`src/rtl/shift_unit_iter.sv`:
```
// shift_unit_iter: iterative 32-bit shifter that moves the operand one bit per
// cycle under a start/done handshake, so the control FSM stalls on busy.
//
// Optional feature macro: SHIFT_UNIT_ROTATE_EN
//   defined   -> ROL (100) and ROR (101) are executed.
//   undefined -> 100/101 decode as NOP and no rotate datapath exists.
//
// Ports:
//   clk       in   1   system clock, rising edge
//   reset     in   1   synchronous active-high reset, dominant over start
//   start     in   1   shift request, accepted in IDLE or DONE
//   shift_op  in   3   000 NOP, 001 SLL, 010 SRL, 011 SRA, 100 ROL, 101 ROR,
//                      110/111 NOP
//   shift_n   in   5   shift amount 0..31
//   data_in   in  32   operand to shift
//   data_out  out 32   working/result register
//   busy      out  1   high while shifting
//   done      out  1   one-cycle pulse, data_out final while high

module shift_unit_iter (
    input  logic        clk,
    input  logic        reset,
    input  logic        start,
    input  logic [2:0]  shift_op,
    input  logic [4:0]  shift_n,
    input  logic [31:0] data_in,
    output logic [31:0] data_out,
    output logic        busy,
    output logic        done
);

    localparam int unsigned DATA_W = 32;
    localparam int unsigned CNT_W  = 5;
    localparam int unsigned OP_W   = 3;

    localparam logic [OP_W-1:0] OP_SLL = 3'b001;
    localparam logic [OP_W-1:0] OP_SRL = 3'b010;
    localparam logic [OP_W-1:0] OP_SRA = 3'b011;
`ifdef SHIFT_UNIT_ROTATE_EN
    localparam logic [OP_W-1:0] OP_ROL = 3'b100;
    localparam logic [OP_W-1:0] OP_ROR = 3'b101;
`endif

    typedef enum logic [1:0] {
        ST_IDLE  = 2'b00,
        ST_SHIFT = 2'b01,
        ST_DONE  = 2'b10
    } state_t;

    state_t              state;
    state_t              state_nxt;
    logic [OP_W-1:0]     op_q;
    logic [CNT_W-1:0]    cnt;

    logic [DATA_W-1:0]   data_nxt;
    logic [OP_W-1:0]     op_nxt;
    logic [CNT_W-1:0]    cnt_nxt;
    logic                busy_nxt;
    logic                done_nxt;

    logic                accept;
    logic                op_shifts;
    logic [DATA_W-1:0]   step_val;

    // Opcodes that actually move bits; everything else completes as a NOP.
    function automatic logic is_shift_op(input logic [OP_W-1:0] op);
        logic r;
        r = 1'b0;
        case (op)
            OP_SLL,
            OP_SRL,
            OP_SRA:  r = 1'b1;
`ifdef SHIFT_UNIT_ROTATE_EN
            OP_ROL,
            OP_ROR:  r = 1'b1;
`endif
            default: r = 1'b0;
        endcase
        return r;
    endfunction

    // One-bit step of the captured operation.
    function automatic logic [DATA_W-1:0] shift_step(input logic [OP_W-1:0]   op,
                                                     input logic [DATA_W-1:0] d);
        logic [DATA_W-1:0] r;
        r = d;
        case (op)
            OP_SLL:  r = {d[DATA_W-2:0], 1'b0};
            OP_SRL:  r = {1'b0, d[DATA_W-1:1]};
            // Sign fill re-read from the current MSB each step.
            OP_SRA:  r = {d[DATA_W-1], d[DATA_W-1:1]};
`ifdef SHIFT_UNIT_ROTATE_EN
            OP_ROL:  r = {d[DATA_W-2:0], d[DATA_W-1]};
            OP_ROR:  r = {d[0], d[DATA_W-1:1]};
`endif
            default: r = d;
        endcase
        return r;
    endfunction

    assign accept    = start && (state != ST_SHIFT);
    assign op_shifts = is_shift_op(shift_op) && (shift_n != CNT_W'(0));
    assign step_val  = shift_step(op_q, data_out);

    // State and registered datapath/outputs.
    always_ff @(posedge clk) begin
        if (reset) begin
            state    <= ST_IDLE;
            data_out <= '0;
            op_q     <= '0;
            cnt      <= '0;
            busy     <= 1'b0;
            done     <= 1'b0;
        end else begin
            state    <= state_nxt;
            data_out <= data_nxt;
            op_q     <= op_nxt;
            cnt      <= cnt_nxt;
            busy     <= busy_nxt;
            done     <= done_nxt;
        end
    end

    // Next-state logic; start during SHIFT is ignored.
    always_comb begin
        state_nxt = state;
        case (state)
            ST_IDLE: begin
                if (accept) state_nxt = op_shifts ? ST_SHIFT : ST_DONE;
            end
            ST_SHIFT: begin
                if (cnt == CNT_W'(1)) state_nxt = ST_DONE;
            end
            ST_DONE: begin
                if (accept) state_nxt = op_shifts ? ST_SHIFT : ST_DONE;
                else        state_nxt = ST_IDLE;
            end
            default: state_nxt = ST_IDLE;
        endcase
    end

    // Datapath and output next values; busy/done registered from next state.
    always_comb begin
        data_nxt = data_out;
        op_nxt   = op_q;
        cnt_nxt  = cnt;
        busy_nxt = (state_nxt == ST_SHIFT);
        done_nxt = (state_nxt == ST_DONE);
        if (accept) begin
            data_nxt = data_in;
            op_nxt   = shift_op;
            cnt_nxt  = shift_n;
        end else if (state == ST_SHIFT) begin
            data_nxt = step_val;
            cnt_nxt  = cnt - CNT_W'(1);
        end
    end

endmodule
```
`config.mk`:
```
export PLATFORM = sky130hd
export DESIGN_NAME = shift_unit_iter
export DESIGN_NICKNAME = d
export VERILOG_FILES = /design/src/rtl/shift_unit_iter.sv
export SDC_FILE = /design/constraint.sdc
export NUM_CORES = 1
export LEC_CHECK = 0
export CELL_PAD_IN_SITES_DETAIL_PLACEMENT = 1
export CELL_PAD_IN_SITES_GLOBAL_PLACEMENT = 1
export CORE_UTILIZATION = 35
export CTS_CLUSTER_SIZE = 20
export DETAILED_ROUTE_END_ITERATION = 10
export PLACE_DENSITY_LB_ADDON = 0.1
export SLEW_MARGIN = 20
export SYNTH_ARGS = -nofsm -noshare
export SYNTH_HDL_FRONTEND = slang
export SYNTH_SLANG_ARGS = --single-unit
```
`constraint.sdc`:
```
create_clock -name clk -period 2 [get_ports clk]
set_input_delay 0.2 -clock clk [delete_from_list [all_inputs] [get_ports clk]]
set_output_delay 0.2 -clock clk [all_outputs]
set_load 0.005 [all_outputs]
```
==> summary.txt, run 1 <==
Implementation results

The largest registers in the layout are data_out (32), cnt (5), op_q (3). The number of gates resized after CTS was 0. The share of power burned in registers is 0.477. Logged for this run, the post-placement worst setup slack is 0.2684 ns. The instance count of the mapped netlist is 293. The data required time at the worst endpoint is 2.26 ns. The area taken by sequential standard cells is reported as 880.8 um^2.

After layout, the setup clock skew is reported as 0.01054 ns. Dividing the detail-routed wire length by the instance count gives 16.41 um. The worst path meets setup with 0.2686 ns of slack. The remaining global-route overflow is 0. Per the OpenROAD floorplan log, the area of the core is 0.007214 mm^2. The minimum clock period is 1.731 ns. The end of the worst hold path is data_out[6]. The clock latency at the later pin of the worst-skew pair is 0.31 ns. For reference, the final report shows the max-slew violation count at 0. Summed over all routing layers, the global router reports a total usage of 0.2009. The normalized max-slew margin is 0.5735. Per the final report, the share of cell area in clock cells is 0.02623. According to the timing report, the critical path is captured at data_out[23].

The aoi/oai-family share of the synthesized area is 0.06132. In the finished design, the share of the clock period the worst path needs comes to 0.8657. The critical path launch point is state[1]. The area after detailed placement is 0.003435 mm^2.

The share of synthesized cell area in full adder, half adder and majority cells is 0.009657. The maximum operating frequency is 577.6 MHz. The cell depth of the worst flop-to-flop path is 5.

In this run, the number of DRC markers left after iteration 0 of detailed routing was 124. The biggest combinational cell group after synthesis is simple AND/OR/NAND/NOR gates. The net count of the finished layout is 401. The sequential power is 1.01 mW. The number of inserted diodes is 0. For this run, asynchronously set or reset flops after synthesis account for 0. The number of logic stages on the critical path including buffering is 5. The number of cells on the worst hold path is listed as 3. Ranked by total area, the top cell class in this layout is multi-input combinational cells. The flop share of the area is 0.2496.

Detailed routing placed a total of 3544 um of wire on met2. Traced cell by cell, the critical path runs through nand2b_1 > or3_1 > buf_4 > or4_1 > nand3_1. The synthesized netlist net count is 338.

The layout has 6 clock buffers. On the reported timing paths, the clock transition at the registers reads 0.09 ns. The run finished with clean final reports.

The timing report shows that the slowest cell on the worst path is sky130_fd_sc_hd__or4_1.
Figure 1. Met3 routing (run 1).
Scale: 6 px per um.
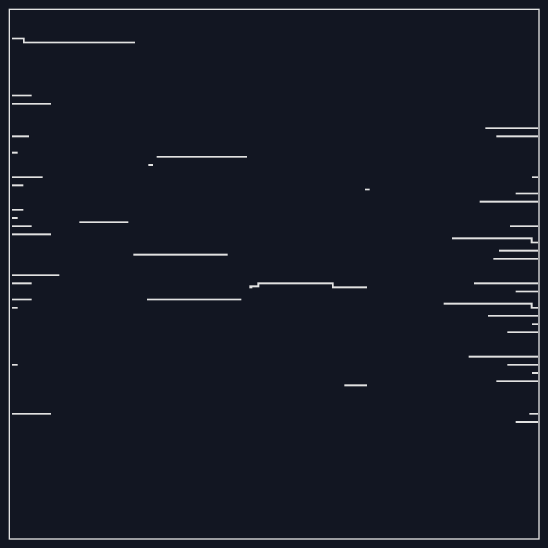
nets with wire on the layer: 41
share of all routed wire: 3.8%
main direction: horizontal
longest straight run: 18.4 um
wire length on this layer: 283 um
via count: 2535
met3 Track Usage GR: 0.03110

Figure 2. Gate families picked out (run 1).
Scale: 3 px per um.
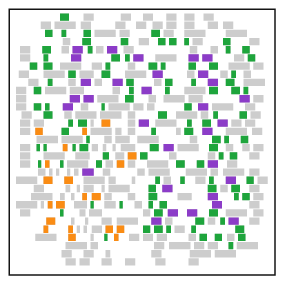
| family | colour | cells | most used |
|---|---|---|---|
| mux cells | purple | 31 | mux2i_1 |
| nand cells | green | 104 | nand4b_1 |
| aoi and oai cells | orange | 20 | a21oi_1 |
logic gate fraction of the total cell area: 0.4346
filler-free cell count of the finished design: 456

Figure 3. Clock wires, drivers and flops (run 1).
Scale: 6 px per um.
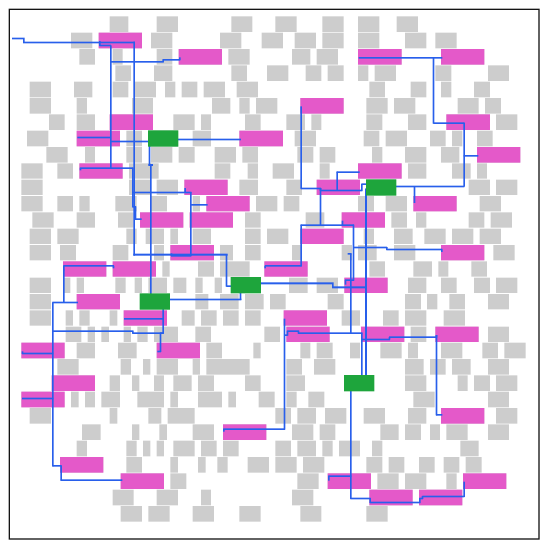
[clock wires] blue | length: 688 um
[clock-net drivers] green | count: 5
[flip-flops] magenta | count: 44
flops lie: all over the die
proportion of power drawn by the clock network: 0.286
clock network power: 0.604 mW

==> inputs of run 2 (changes only) <==
--- a/config.mk
+++ b/config.mk
@@ -7,6 +7,7 @@
 export LEC_CHECK = 0
 export CELL_PAD_IN_SITES_DETAIL_PLACEMENT = 1
 export CELL_PAD_IN_SITES_GLOBAL_PLACEMENT = 1
+export CORE_MARGIN = 1.5
 export CORE_UTILIZATION = 35
 export CTS_CLUSTER_SIZE = 20
 export DETAILED_ROUTE_END_ITERATION = 10
==> run 2 against run 1 <==
Net effect: clock-buffer cell count is 1 higher; global-route usage down 0.55 points; combinational power is 3% higher; sequential power about the same; clock skew is 0.0036 ns lower; via count increased by 0.51%; critical endpoint is now data_out[22]; largest cell class unchanged.
==> summary.txt, run 2 <==
Implementation results

The run finished with clean final reports. The clock input transition at the sequential cells of the worst setup and hold paths is 0.09 ns (about the same). The global routing met3 resource utilization is 0.03416 (+0.003062). The wire length on met2 was 3610 um (+1.9%). The largest cell class by area is multi-input combinational cells. After legalization and detailed placement, the total HPWL measured 5072 um. The aoi/oai-family share of the synthesized area is 0.06132 (unchanged).

The capture point of the critical path was reported as data_out[22]. The number of tapcells is 99. The number of non-filler instances in the completed layout is 454 (-0.44%). The register with the most flip-flops is data_out.

The violation count after the first detailed-routing iteration came to 81 (-35%). The source of the worst hold timing path is reset. The post-route standard cell area excluding fillers is 0.003563 mm^2. The layout buffering overhead excluding clock cells is 0.2570. The normalized max-slew margin was 0.5799 (+0.006426). The fraction of standard cell area in multi-input logic was 0.4305 (-0.004120). The instance count along the most critical hold path is 2 (-1). The data required time at the worst endpoint is 2.24 ns (-0.02 ns). The switching part of the total is 0.2840. The share of power burned in registers was 0.476 (about the same). Across all hold checks on the routed design, the worst slack comes to 0.4102 ns. In this run the clock root is driven by a sky130_fd_sc_hd__clkbuf_8.

Internal power comes to 1.519 mW. The reported combinational group power is 0.516 mW. After detailed routing, no signal wire sits above met4.

The synthesis report lists the most area-consuming cells as sky130_fd_sc_hd__dfxtp_1 (34%), sky130_fd_sc_hd__mux2i_1 (12%), sky130_fd_sc_hd__nand4b_1 (10%). The number of buffers added on ports is 76. The share of async-settable or async-resettable flops after synthesis is 0 (unchanged). The remaining global-route overflow was 0 (unchanged). The end of the worst hold path is state[1]. The area after detailed placement was 0.003470 mm^2 (+1.0%). The cell-mix breakdown from Yosys lists the simple-gate area share as 0.3916.

The final-layout clock buffer total was 7 (+1). The worst setup timing slack at the placement stage came to 0.2511 ns (-0.01724 ns). The number of inverters outside the clock class in the layout is 4. The final count of pins violating max slew is 0 (unchanged). For this run, the chip area from Yosys synthesis comes to 0.002591 mm^2. The share of the yosys chip area belonging to registers is 0.3399. The maximum operating frequency is 561.3 MHz (-2.8%). The reported leakage power is 1.227 nW. The fill cell instance count of the final layout is 838. The sequential power came to 1.01 mW (about the same).

The synthesized netlist net count is 338 (unchanged). The final critical-path share of the clock period is 0.8908 (+0.02513). The buffer depth of the longest clock path is 2. The final timing report counts setup violations totalling 0. The critical path buffer and inverter count is 1. Listed in order, past its start point the critical path passes nand2b_1 > or3_1 > buf_4 > or4_1 > nand3_1. The part of the power in the clock network is 0.281 (-0.005). The routed wire length is 7621 um.

For this run, the detailed router reports a per-instance via density of 5.612. The number of inserted diodes is 0 (unchanged). The total DRC errors in the routed layout is 0. The share of synthesized cell area in full adder, half adder and majority cells came to 0.009657 (unchanged).

In this run the critical register-to-register path is captured at data_out[22]. The CTS tree is done. The number of search-and-repair iterations in the first detailed-routing pass is 4.

The cell depth of the worst flop-to-flop path is 5 (unchanged). The area of the core region is 0.007214 mm^2 (unchanged). The mean routed wirelength per cell is 16.79 um (+2.3%). The routed via count was 2548 (+0.51%).

The cell total in the yosys stat output is 293. The logs give a warning total of 27. The register cell area after layout is 880.8 um^2 (unchanged). The top-level I/O count is 77.

The category of the worst setup path launch point is a flop. Detailed routing placed a total of 262 um of wire on met3. Dividing the synthesized area by the synthesized cell count gives 8.844 um^2.

The instance count of the mapped netlist is 293 (unchanged). The biggest combinational cell group after synthesis is simple AND/OR/NAND/NOR gates. The minimum clock period is 1.782 ns (+0.05025 ns). The net count of the finished layout came to 399 (-0.50%). The number of resized instances in the post-cts repair step is 0 (unchanged).

Setup repair after global routing left no endpoint under its margin. The flip-flop count of the largest register, all copies and words added is 32. The least setup slack across all paths after layout was 0.2183 ns (-0.05025 ns). The critical path launch point is state[1]. The slowest stage of the critical path belongs to the cell sky130_fd_sc_hd__or4_1. The relative area of clock buffers and inverters in the final design is 0.02633 (+0.0001025). The number of logic stages on the critical path including buffering is 5 (unchanged).

The total global routing track utilization is 0.1954 (-0.005456). The flop share of the area is 0.2472 (-0.002366). The share of cells above drive strength 1 is 0.06761.

The largest registers in the layout are data_out (32), cnt (5), op_q (3).
Figure 4. Clock wires, drivers and flops (run 2).
Scale: 6 px per um.
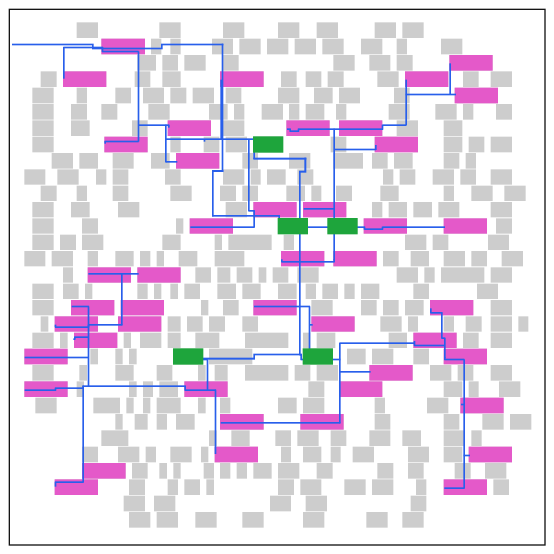
[clock wires] blue | length: 613 um
[flip-flops] magenta | count: 44
[clock-net drivers] green | count: 5
flops lie: all over the die
routed clock nets: 6
clock network power: 0.596 mW
latest clock arrival within the worst-skew pair: 0.30 ns

Figure 5. Clock nets (run 2).
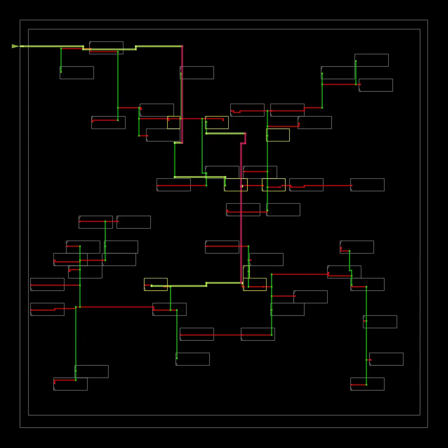
worst-case clock skew: 0.006972 ns
total number of sequential cells: 44
cts bufs inserted: 5
TritonCTS Sinks: 44

==> inputs of run 3 (changes only) <==
--- a/config.mk
+++ b/config.mk
@@ -5,6 +5,8 @@
 export SDC_FILE = /design/constraint.sdc
 export NUM_CORES = 1
 export LEC_CHECK = 0
+export ABC_CLOCK_PERIOD_IN_PS = 2000
+export CAP_MARGIN = 0
 export CELL_PAD_IN_SITES_DETAIL_PLACEMENT = 1
 export CELL_PAD_IN_SITES_GLOBAL_PLACEMENT = 1
 export CORE_MARGIN = 1.5
==> run 3 against run 2 <==
Net effect: synthesized cell count is the same; sequential share of layout area is the same; via count is the same; critical endpoint unchanged; highest routed layer unchanged.
==> summary.txt, run 3 <==
Implementation results

The flow ran to the end, and the final reports show no timing, DRC or antenna violations. The remaining global-route overflow came to 0 (unchanged). The number of clock buffers inserted by TritonCTS is 5 (unchanged). The number of search-and-repair iterations in the first detailed-routing pass is 4 (unchanged). The top-level I/O count came to 77 (unchanged). The placed wire-length estimate is 5072 um (unchanged).

The area of the core region is 0.007214 mm^2 (unchanged). data_out holds more flip-flops than any other register. The worst hold margin is 0.4102 ns (unchanged). The minimum clock period was 1.782 ns (unchanged). The number of inserted diodes came to 0 (unchanged). The least setup slack across all paths after layout is 0.2183 ns (unchanged). The endpoint identified for the worst register-to-register timing path is data_out[22]. The number of tapcells was 99 (unchanged). The register cell area after layout is 880.8 um^2 (unchanged). The reported combinational group power is 0.516 mW (about the same). The CTS tree is done.

The number of clock sinks seen by CTS was 44 (unchanged). The critical path buffer and inverter count was 1 (unchanged). The cell total in the yosys stat output was 293 (unchanged). The share of async-settable or async-resettable flops after synthesis is 0 (unchanged). The largest registers in the layout are data_out (32), cnt (5), op_q (3).

The flop count came to 44 (unchanged). Looking at hold timing, the worst path starts from reset. The global routing met3 resource utilization is 0.03416 (unchanged).

The final critical-path share of the clock period is 0.8908 (unchanged). The post-route standard cell area excluding fillers is 0.003563 mm^2 (unchanged). The instance count of the mapped netlist is 293 (unchanged). The chip area in the Yosys report was 0.002591 mm^2 (unchanged). The relative area of clock buffers and inverters in the final design is 0.02633 (unchanged). The share of cells above drive strength 1 is 0.06761 (unchanged). The flip-flop count of the largest register, all copies and words added is 32 (unchanged). The wire length on met2 came to 3610 um (unchanged). The total length of routed met3 wires is 262 um (unchanged). The routed via count is 2548 (unchanged).

The area after detailed placement is 0.003470 mm^2 (unchanged). The data required time at the worst endpoint was 2.24 ns (about the same). The power of the clock network is 0.596 mW (about the same). For reference, the critical path is captured by data_out[22]. The aoi/oai-family share of the synthesized area is 0.06132 (unchanged). Listed in order, past its start point the critical path passes nand2b_1 > or3_1 > buf_4 > or4_1 > nand3_1. The violation count after the first detailed-routing iteration came to 81 (unchanged). The number of endpoints failing setup at the final stage is 0 (unchanged). The routed wire length is 7621 um (unchanged). Setup repair after global routing left no endpoint under its margin.

The mean routed wirelength per cell came to 16.79 um (unchanged). STA classifies the critical path startpoint as a flop. The internal cell power is 1.519 mW (unchanged). The worst setup timing slack at the placement stage came to 0.2511 ns (unchanged). The maximum operating frequency was 561.3 MHz (unchanged).

The total DRC errors in the routed layout is 0 (unchanged). The reported leakage power is 1.227 nW (unchanged). The net count of the finished layout is 399 (unchanged). The layout buffering overhead excluding clock cells is 0.2570 (unchanged). The total global routing track utilization is 0.1954 (unchanged). The normalized max-slew margin is 0.5799 (unchanged). The basic-gate share of the synthesized area counting and, or, nand and nor cells is 0.3916 (unchanged).
Figure 6. Gate families picked out (run 3).
Scale: 3 px per um.
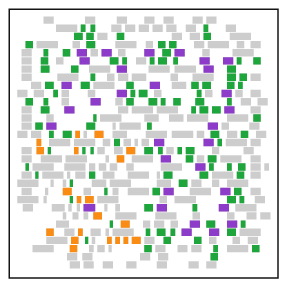
| family | colour | cells | most used |
|---|---|---|---|
| mux cells | purple | 31 | mux2i_1 |
| nand cells | green | 104 | nand4b_1 |
| aoi and oai cells | orange | 20 | a21oi_1 |
filler-free cell count of the finished design: 454
most common cell after layout, fill and taps aside: sky130_fd_sc_hd__clkdlybuf4s50_1
logic gate fraction of the total cell area: 0.4305

Figure 7. Clock nets (run 3).
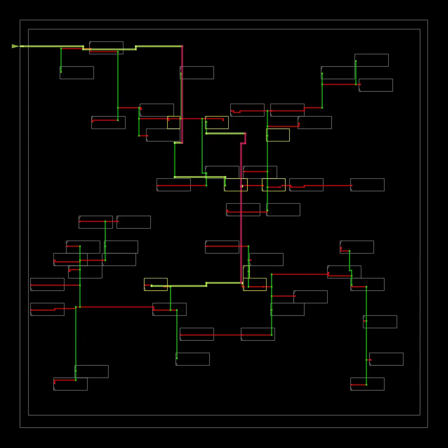
layout clock buffer count: 7

Power and IR drop assume default switching activity.
